**config.mk**
```make
export PLATFORM = sky130hd
export DESIGN_NAME = uart_rx_fifo
export DESIGN_NICKNAME = d
export VERILOG_FILES = /design/src/rtl/uart_rx_fifo.sv
export SDC_FILE = /design/constraint.sdc
export NUM_CORES = 1
export LEC_CHECK = 0
export CORE_AREA = 2 2 102 104
export CTS_CLUSTER_SIZE = 16
export DETAILED_ROUTE_END_ITERATION = 7
export DIE_AREA = 0 0 104 106
export HOLD_SLACK_MARGIN = 0.02
export RECOVER_POWER = 100
export SYNTH_ARGS = -nofsm -noshare
export SYNTH_HDL_FRONTEND = slang
export SYNTH_SLANG_ARGS = --single-unit
```
**constraint.sdc**
```tcl
create_clock -name clk -period 3.95 [get_ports clk]
set_input_delay 0.395 -clock clk [delete_from_list [all_inputs] [get_ports clk]]
set_output_delay 0.395 -clock clk [all_outputs]
set_load 0.05 [all_outputs]
```
**src/rtl/uart_rx_fifo.sv**
```systemverilog
// 8N1 UART receiver: synchronised rxd, mid-bit sampling, stop-bit check,
// and a show-ahead receive FIFO behind a valid/ready read port.
module uart_rx_fifo #(
    parameter int clk_freq   = 50_000_000,
    parameter int baud_ratio = 115200,
    parameter int depth      = 8
) (
    input  logic                    clk,
    input  logic                    rst_n,
    input  logic                    rxd,
    output logic [7:0]              rdata,
    output logic                    rvld,
    input  logic                    rrdy,
    output logic [$clog2(depth):0]  count,
    output logic                    busy,
    output logic                    frame_err,
    output logic                    overrun
);

    localparam int DIV  = clk_freq / baud_ratio;
    localparam int HALF = DIV / 2;
    localparam int PW   = $clog2(depth);
    localparam int CW   = $clog2(DIV) + 1;
    localparam logic [CW-1:0] HALF_END = CW'(HALF - 1);
    localparam logic [CW-1:0] BIT_END  = CW'(DIV - 1);

    typedef enum logic [2:0] {
        S_IDLE,
        S_START,
        S_DATA,
        S_STOP,
        S_WAIT_IDLE
    } state_t;

    logic          rx_meta_q, rxs_q, rxs_prev_q;
    state_t        state_q, state_d;
    logic [CW-1:0] bcnt_q, bcnt_d;
    logic [2:0]    bidx_q, bidx_d;
    logic [7:0]    shreg_q, shreg_d;
    logic          byte_ok, byte_bad;
    logic          frame_err_q, overrun_q;

    logic [PW:0]   wr_ptr_q, rd_ptr_q;
    logic [7:0]    mem_q [depth];
    logic          empty, full, pop, push_en, drop;

    // rxs_prev_q is only an edge-detect history bit, not a synchroniser stage
    always_ff @(posedge clk or negedge rst_n) begin
        if (!rst_n) begin
            rx_meta_q  <= 1'b1;
            rxs_q      <= 1'b1;
            rxs_prev_q <= 1'b1;
        end else begin
            rx_meta_q  <= rxd;
            rxs_q      <= rx_meta_q;
            rxs_prev_q <= rxs_q;
        end
    end

    always_ff @(posedge clk or negedge rst_n) begin
        if (!rst_n) begin
            state_q     <= S_IDLE;
            bcnt_q      <= '0;
            bidx_q      <= '0;
            frame_err_q <= 1'b0;
            overrun_q   <= 1'b0;
        end else begin
            state_q     <= state_d;
            bcnt_q      <= bcnt_d;
            bidx_q      <= bidx_d;
            frame_err_q <= byte_bad;
            overrun_q   <= drop;
        end
    end

    always_ff @(posedge clk) begin
        shreg_q <= shreg_d;
    end

    always_comb begin
        state_d  = state_q;
        bcnt_d   = bcnt_q + 1'b1;
        bidx_d   = bidx_q;
        shreg_d  = shreg_q;
        byte_ok  = 1'b0;
        byte_bad = 1'b0;
        case (state_q)
            S_IDLE: begin
                bcnt_d = '0;
                if (rxs_prev_q && !rxs_q) state_d = S_START;
            end
            S_START: begin
                if (bcnt_q == HALF_END) begin
                    bcnt_d  = '0;
                    bidx_d  = '0;
                    state_d = rxs_q ? S_IDLE : S_DATA;
                end
            end
            S_DATA: begin
                if (bcnt_q == BIT_END) begin
                    bcnt_d  = '0;
                    shreg_d = {rxs_q, shreg_q[7:1]};
                    bidx_d  = bidx_q + 1'b1;
                    if (bidx_q == 3'd7) state_d = S_STOP;
                end
            end
            S_STOP: begin
                if (bcnt_q == BIT_END) begin
                    bcnt_d = '0;
                    if (rxs_q) begin
                        byte_ok = 1'b1;
                        state_d = S_IDLE;
                    end else begin
                        byte_bad = 1'b1;
                        state_d  = S_WAIT_IDLE;
                    end
                end
            end
            S_WAIT_IDLE: begin
                // a break holds rxs low; only a return to idle re-arms start detection
                bcnt_d = '0;
                if (rxs_q) state_d = S_IDLE;
            end
            default: state_d = S_IDLE;
        endcase
    end

    always_comb begin
        busy      = (state_q != S_IDLE);
        frame_err = frame_err_q;
        overrun   = overrun_q;
    end

    assign empty   = (wr_ptr_q == rd_ptr_q);
    assign full    = (wr_ptr_q[PW] != rd_ptr_q[PW]) &&
                     (wr_ptr_q[PW-1:0] == rd_ptr_q[PW-1:0]);
    assign pop     = !empty && rrdy;
    // a pop in the same cycle frees the slot the push needs
    assign push_en = byte_ok && (!full || pop);
    assign drop    = byte_ok && full && !pop;

    always_ff @(posedge clk) begin
        if (push_en) mem_q[wr_ptr_q[PW-1:0]] <= shreg_q;
    end

    always_ff @(posedge clk or negedge rst_n) begin
        if (!rst_n) begin
            wr_ptr_q <= '0;
            rd_ptr_q <= '0;
        end else begin
            if (push_en) wr_ptr_q <= wr_ptr_q + 1'b1;
            if (pop)     rd_ptr_q <= rd_ptr_q + 1'b1;
        end
    end

    assign rvld  = !empty;
    assign rdata = empty ? 8'h00 : mem_q[rd_ptr_q[PW-1:0]];
    assign count = wr_ptr_q - rd_ptr_q;

endmodule

```
run_1/clock_nets.png
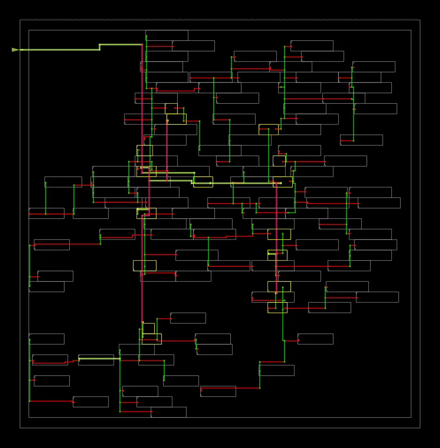
Seq Cell Count: 101
# clock sinks: 101
TritonCTS buffer count: 9
clk_lat worst skew: 0.37 ns
clk pwr: 0.000663 W

run_1/ff_map.png
Bar = 20 um.
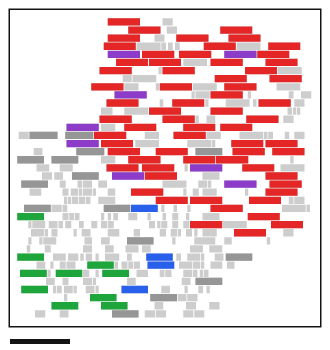
legend:
  `shreg_q`:
    color: purple
    sequential_cells: 8
  `wr_ptr_q`:
    color: blue
    sequential_cells: 4
    where: south
  `mem_q`:
    color: red
    sequential_cells: 64
  `bcnt_q`:
    color: green
    sequential_cells: 10
    where: south-west
not colored: 15
share of cell area taken by flip-flops and latches: 59.9%
Finished Core Util: 48.3%
sequential cell area: 2890 um^2
Seq group: 0.00126 W

==> job_summary.md, run 1 <==
### Flow metrics

| Metric | Value |
|---|---|
| Run status | `finished, final reports clean` |
| Number of nets with antenna violations after detailed routing | `0` |
| Gates resized, CTS repair | `0` |
| Cell leakage power | `between 1.5 and 2 nW` |
| RSZ-0062 raised after global routing | `false` |
| Area of placed instances | `about 4700 um^2` |
| Register share after synthesis | `between 60% and 70%` |
| Synthesis-to-finish area growth | `11.6%` |
| Number of buffers inserted by post-CTS setup repair | `0` |
| Average footprint of a synthesized cell | `about 15 um^2` |
| Critical-path top delay cell | `clkdlybuf4s50_1` |
| Count of library flops with an enable pin | `between 70 and 80` |
| Timing startpoint of the critical path | `rd_ptr_q[2]$_DFFE_PN0P_` |
| Area fraction in full adders, half adders and majority gates | `3.35%` |
| Detailed router's first-iteration violation count | `91` |
| Post-synth area from yosys stat | `roughly 4300 um^2` |
| Cell Count Post-Placement | `around 430` |
| Antenna diode instance count | `0` |
| YS warnings | `0` |
| Largest cells by area | `edfxtp_1, dfrtp_1, mux4_2, ha_1, xnor2_1` |
| DIE HEIGHT | `about 110 um` |
| Hold EP | `rxs_q$_DFF_PN1_` |
| Setup slack on the worst flop-to-flop path | `between 0.6 and 0.7 ns` |
| Power dissipated by switching net loads | `roughly 0.0012 W` |
| Most numerous logic cells after layout | `edfxtp_1, dfrtp_1, nand2_1, mux4_2, dlygate4sd3_1` |
| Final sum of negative setup slack | `0 ns` |
| Cell family with most CP delay | `buffers and inverters` |
| Die Size | `between 10000 and 15000 um^2` |
| Largest stage delay on the critical path | `between 0.7 and 0.8 ns` |
| Worst Path Max Fanout | `11` |
| Largest clock skew in the final design | `0.0152 ns` |
| Hold slack | `about 0.37 ns` |
| Number of warnings in the stage logs | `28` |
| Cell count after synthesis | `approximately 280` |
| Final weighted congestion in routability-driven placement | `roughly 0.76` |
| Power share of the clock group | `around a fifth` |
| Synth Cell Area | `about 4300 um^2` |
| Maximum clock insertion buffer count | `2` |
| Req. time, crit path | `3.56 ns` |
| First-pass GRT wire length | `roughly 13000 um` |
| Number of vias in the routed layout | `about 2400` |
| Count of unique library cells instantiated by Yosys | `about 46` |
run_1/clock_wires.png
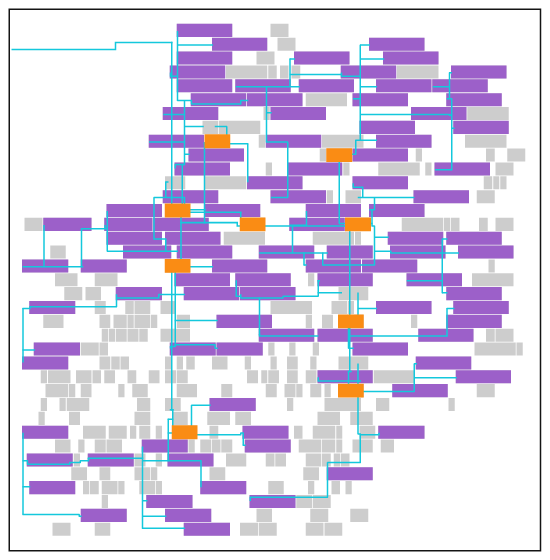
legend:
  clock wires:
    color: cyan
    length: 1080 um
  flip-flops:
    color: purple
    count: 101
  clock-net drivers:
    color: orange
    count: 9
routed clock nets: 10

run_1/sizing.png
Bar = 20 um.
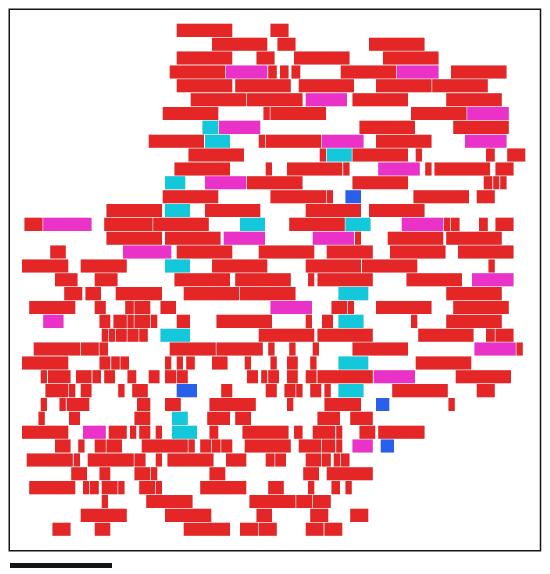
legend:
  x3 and x4:
    color: blue
    cells: 4
    most_used: buf_4
  x6 and larger:
    color: cyan
    cells: 15
    most_used: clkbuf_8
  x1 and smaller:
    color: red
    cells: 271
    most_used: edfxtp_1
  x2:
    color: magenta
    cells: 21
    most_used: mux4_2

run 1: routing by layer:
| layer | GRT usage (%) | part of all wire, % | vias up |
|---|---|---|---|
| met1 | 19.7 | 45 | 1208 |
| met5 | 0 | 0 | - |
| met3 | 2.21 | 2.6 | 14 |
| met4 | 6.85 | 2.5 | 0 |
| met2 | 26.9 | 50 | 31 |
| li1 | - | - | 1102 |
run 1: layout make-up:
type | count | area, um^2
multi-input cells | 151 | 1270
clock inverters | 7 | 86.3
inverters | 13 | 48.8
clock buffers | 9 | 124
fillers | 894 | 5170
well taps | 136 | 170
flip-flops and latches | 101 | 2890
repair buffers | 30 | 239
==> run 1 -> run 2 <==
- ABC_AREA: unset -> 1
==> job_summary.md, run 2 <==
### Flow metrics

| Metric | Value |
|---|---|
| Violations in the final reports | `max-capacitance violations, max-slew violations` |
| Register share after synthesis | `65.8% (-1.0 points)` |
| Largest cells by area | `edfxtp_1, dfrtp_1, nor2_1, o21ai_0, nand2_1` |
| Reported max-cap violation count | `1` |
| Final weighted congestion in routability-driven placement | `0.841 (+10%)` |
| Count of unique library cells instantiated by Yosys | `36 (-22%)` |
| Clk pwr | `0.000789 W (+19%)` |
| Gates resized, CTS repair | `0 (unchanged)` |
| Total met2 wirelength after detailed routing | `4110 um (+4.5%)` |
| TritonCTS buffer count | `9 (unchanged)` |
| Cell Count Post-Placement | `547 (+27%)` |
| Setup slack on the worst flop-to-flop path | `0.98 ns (+0.29 ns)` |
| Critical-path top delay cell | `clkdlybuf4s50_1` |
| Die Size | `11000 um^2 (unchanged)` |
| Cell family with most CP delay | `buffers and inverters` |
| Post-synth area from yosys stat | `4400 um^2 (+1.6%)` |
| Clk_lat worst skew | `0.36 ns (about the same)` |
| Timing startpoint of the critical path | `rd_ptr_q[2]$_DFFE_PN0P_` |
| Hold EP | `rxs_q$_DFF_PN1_` |
| Cell leakage power | `1.92 nW (+9.6%)` |
| Seq group | `0.00123 W (about the same)` |
| Power dissipated by switching net loads | `0.00143 W (+15%)` |
| Most numerous logic cells after layout | `nor2_1, edfxtp_1, nand2_1, o21ai_0, inv_1` |
| Finished Core Util | `49.7% (+1.4 points)` |
| GR Util met1 | `22.9% (+3.2 points)` |
| Hold slack | `0.366 ns (-0.000635 ns)` |
| Max-slew violation count | `30` |
| Number of nets with antenna violations after detailed routing | `0 (unchanged)` |
| Detailed router's first-iteration violation count | `197 (+120%)` |
| First-pass GRT wire length | `14100 um (+8.1%)` |
| Number of buffers inserted by post-CTS setup repair | `0 (unchanged)` |
| Met3 global-route usage | `2.70% (+0.49 points)` |
| Area of placed instances | `4770 um^2 (+1.7%)` |
| Number of warnings in the stage logs | `28 (unchanged)` |
| Met2 routing resource usage after global routing | `26.6% (-0.33 points)` |
| Area fraction in full adders, half adders and majority gates | `3.30% (-0.053 points)` |
| Highest-utilization routing layer at the global route stage | `met2` |
| Largest stage delay on the critical path | `0.80 ns (+0.07 ns)` |
| Largest clock skew in the final design | `0.0165 ns (+0.00123 ns)` |
| Synthesis-to-finish area growth | `13.0%` |
| Metal-1 WL | `4040 um (+14%)` |
| Final sum of negative setup slack | `0 ns (unchanged)` |
| Worst Path Max Fanout | `12 (+1)` |
| RSZ-0062 raised after global routing | `false` |
| Run status | `complete, but fails checks` |
| Synth Cell Area | `4400 um^2 (+1.6%)` |
| Cell count after synthesis | `394 (+41%)` |
| # clock sinks | `101 (unchanged)` |
| DIE HEIGHT | `106 um (unchanged)` |
[run 2: cell count changes after synthesis, moves of 4 or more]
cell,before,now
a21oi_1,12,8
nor4_1,8,1
nand3_1,5,13
o21ai_0,3,45
xnor2_1,10,4
nand4_1,9,3
mux4_2,16,0
inv_1,11,28
o22ai_1,0,16
nor2_1,15,71
nand2_1,20,52
[run 2: worst max-delay path by stage]
stage	endpoint	cells after the start
2_1_floorplan	rdata[0]	8
3_3_place_gp	rdata[3]	8
3_5_place_dp	rdata[5]	8
4_1_cts	rdata[5]	8
5_1_grt	rdata[7]	8
6_report	rdata[5]	8
[run 2: final cells by class]
class	count	area (um^2)
clock inverter	6	119
inverter	32	120
sequential	101	2890
timing repair buffer	27	239
multi-input combinational	251	1300
clock buffer	10	128
tap	136	170
fill	949	5030
run_2/sizing.png
Bar = 20 um.
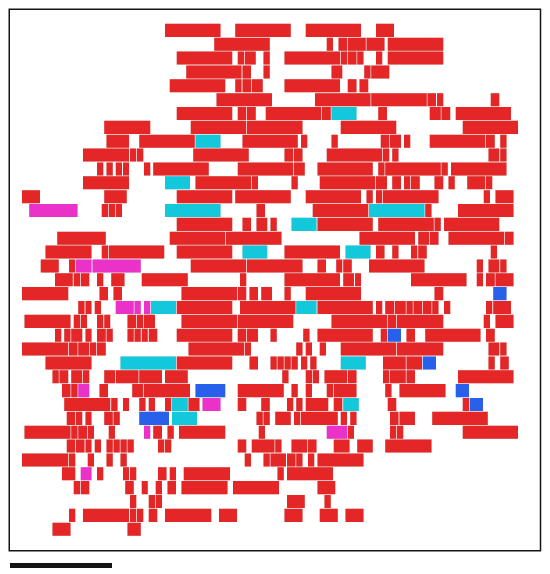
legend:
  x6 and larger:
    color: cyan
    cells: 15
    most_used: clkbuf_8
  x2:
    color: magenta
    cells: 11
    most_used: inv_2
  x1 and smaller:
    color: red
    cells: 394
    most_used: nor2_1
  x3 and x4:
    color: blue
    cells: 7
    most_used: buf_4

run_2/clock_wires.png
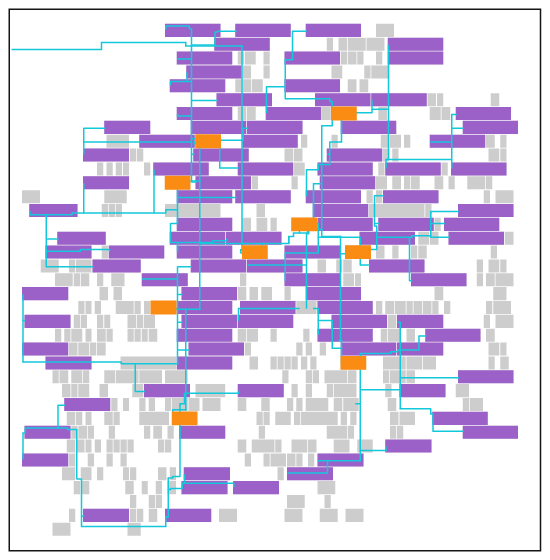
legend:
  clock-net drivers:
    color: orange
    count: 9
  flip-flops:
    color: purple
    count: 101
  clock wires:
    color: cyan
    length: 1100 um
flops lie: widely spread

==> run 2 -> run 3 <==
- CORE_AREA: 2 2 102 104 -> 10 10 86 144
- CTS_CLUSTER_DIAMETER: unset -> 200
- DIE_AREA: 0 0 104 106 -> 0 0 96 154
==> job_summary.md, run 3 <==
### Flow metrics

| Metric | Value |
|---|---|
| Total of flip-flops plus latches after synthesis | `just over 100` |
| Tap cell instance count | `125 (-8.1%)` |
| TritonCTS buffer count | `9 (unchanged)` |
| Layout inverter count without the clock tree | `32 (unchanged)` |
| Path length in cells of the critical path | `8 (unchanged)` |
| Clock-cell share of area | `5.70% (+0.74 points)` |
| Root buffer cell | `clkbuf_16` |
| Count of unique library cells instantiated by Yosys | `36 (unchanged)` |
| # clock sinks | `101 (unchanged)` |
| Met2 routing resource usage after global routing | `23.7% (-2.9 points)` |
| Gate Area | `1300 um^2 (unchanged)` |
| Cell Count Post-Placement | `537 (-1.8%)` |
| Met3 global-route usage | `2.78% (+0.081 points)` |
| Fraction of area in multi-input gates | `26.0% (-0.17 points)` |
| Largest cells by area | `edfxtp_1, dfrtp_1, nor2_1, o21ai_0, nand2_1` |
| Total met2 wirelength after detailed routing | `5210 um (+27%)` |
| Final weighted congestion in routability-driven placement | `0.836 (-0.56%)` |
| Fmax achieved | `about 270 MHz` |
| Violations in the final reports | `max-capacitance violations, max-slew violations` |
| Clk_lat worst skew | `0.34 ns (-0.02 ns)` |
| Critical-path top delay cell | `dlygate4sd3_1` |
| Detailed router's first-iteration violation count | `176 (-11%)` |
| Cell family with most CP delay | `buffers and inverters` |
| Worst Path Max Fanout | `12 (unchanged)` |
| First-pass GRT wire length | `15000 um (+6.4%)` |
| Cell count after synthesis | `394 (unchanged)` |
| Reported max-cap violation count | `1 (unchanged)` |
| Number of clock buffers in the layout | `9 (-1)` |
| Register share after synthesis | `65.8% (unchanged)` |
| Leading cell category by total area | `flip-flops and latches` |
| Number of nets with antenna violations after detailed routing | `0 (unchanged)` |
| Number of buffers inserted by post-CTS setup repair | `0 (unchanged)` |
| Most numerous logic cells after layout | `nor2_1, edfxtp_1, nand2_1, o21ai_0, inv_1` |
| Hold slack | `0.361 ns (-0.00508 ns)` |
| Buffers excl. clock | `28 (+3.7%)` |
| Cell leakage power | `1.94 nW (+1.4%)` |
| Data-path buffer share of cell area in the final layout | `4.93% (+0.12 points)` |
| Hold EP | `rxs_q$_DFF_PN1_` |
| Seq Cell Count | `101 (unchanged)` |
| Metal-1 WL | `3690 um (-8.7%)` |
| Layout fillers | `904 (-4.7%)` |
| Number of warnings in the stage logs | `28 (unchanged)` |
| Max-slew violation count | `30 (unchanged)` |
| Setup slack on the worst flop-to-flop path | `0.94 ns (-0.04 ns)` |
| Die Size | `14800 um^2 (+34%)` |
| Multi-input gate count | `251 (unchanged)` |
| DIE HEIGHT | `154 um (+45%)` |
| Highest-utilization routing layer at the global route stage | `met2` |
| Gates resized, CTS repair | `0 (unchanged)` |
| Area fraction in full adders, half adders and majority gates | `3.30% (unchanged)` |
| Post-synth area from yosys stat | `4400 um^2 (unchanged)` |
| Sequential cell area | `2890 um^2 (unchanged)` |
| Run status | `complete, but fails checks` |
| Final sum of negative setup slack | `0 ns (unchanged)` |
==> run 3: cell counts after synthesis <==
No cell type changed its count.
==> run 3: per-stage QoR <==
step	power [W]	instance area (um^2)
finish	0.00355	5000
floorplan	0.00229	4400
global route	0.00376	5000
CTS	0.00364	5050
global placement	0.00279	4760
detailed placement	0.00280	4760
==> run 3: kinds of logic after synthesis <==
group	Yosys count
AND/OR/NAND/NOR	156
flip-flops	101
AND-OR/OR-AND	76
buffers and inverters	42
adder cells (fa/ha/maj)	11
XOR/XNOR	8
==> run 3: power by group <==
| group | leakage, nW | internal, W | switching (W) |
|---|---|---|---|
| sequential | 1.03 | 0.00117 | 0.0000686 |
| combinational | 0.773 | 0.000442 | 0.00103 |
| clock | 0.144 | 0.000442 | 0.000398 |
run_3/class_map.png
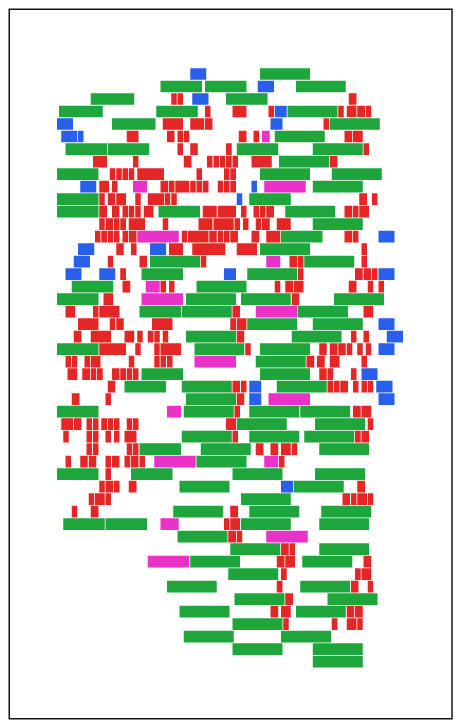
legend:
  remaining logic cells:
    color: red
    cells: 283
    share_of_their_area: 29%
  remaining buffers and delay cells:
    color: blue
    cells: 28
    share_of_their_area: 5.1%
  clock drivers and dummy loads:
    color: magenta
    cells: 16
    share_of_their_area: 5.9%
  registers:
    color: green
    cells: 101
    share_of_their_area: 60%
row count: 48
share of cell area taken by flip-flops and latches: 57.8%
Finished Core Util: 50.8%

run_3/clock_wires.png
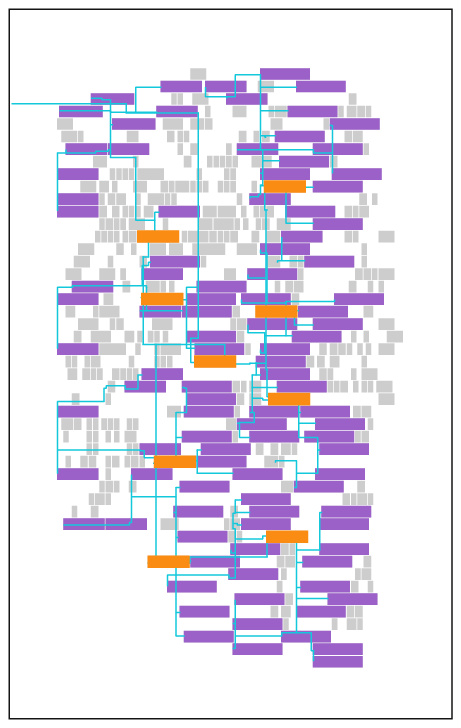
legend:
  clock-net drivers:
    color: orange
    count: 9
  flip-flops:
    color: purple
    count: 101
  clock wires:
    color: cyan
    length: 1070 um
routed clock nets: 10

No activity file was given, so power comes from the tool's default toggle rates.
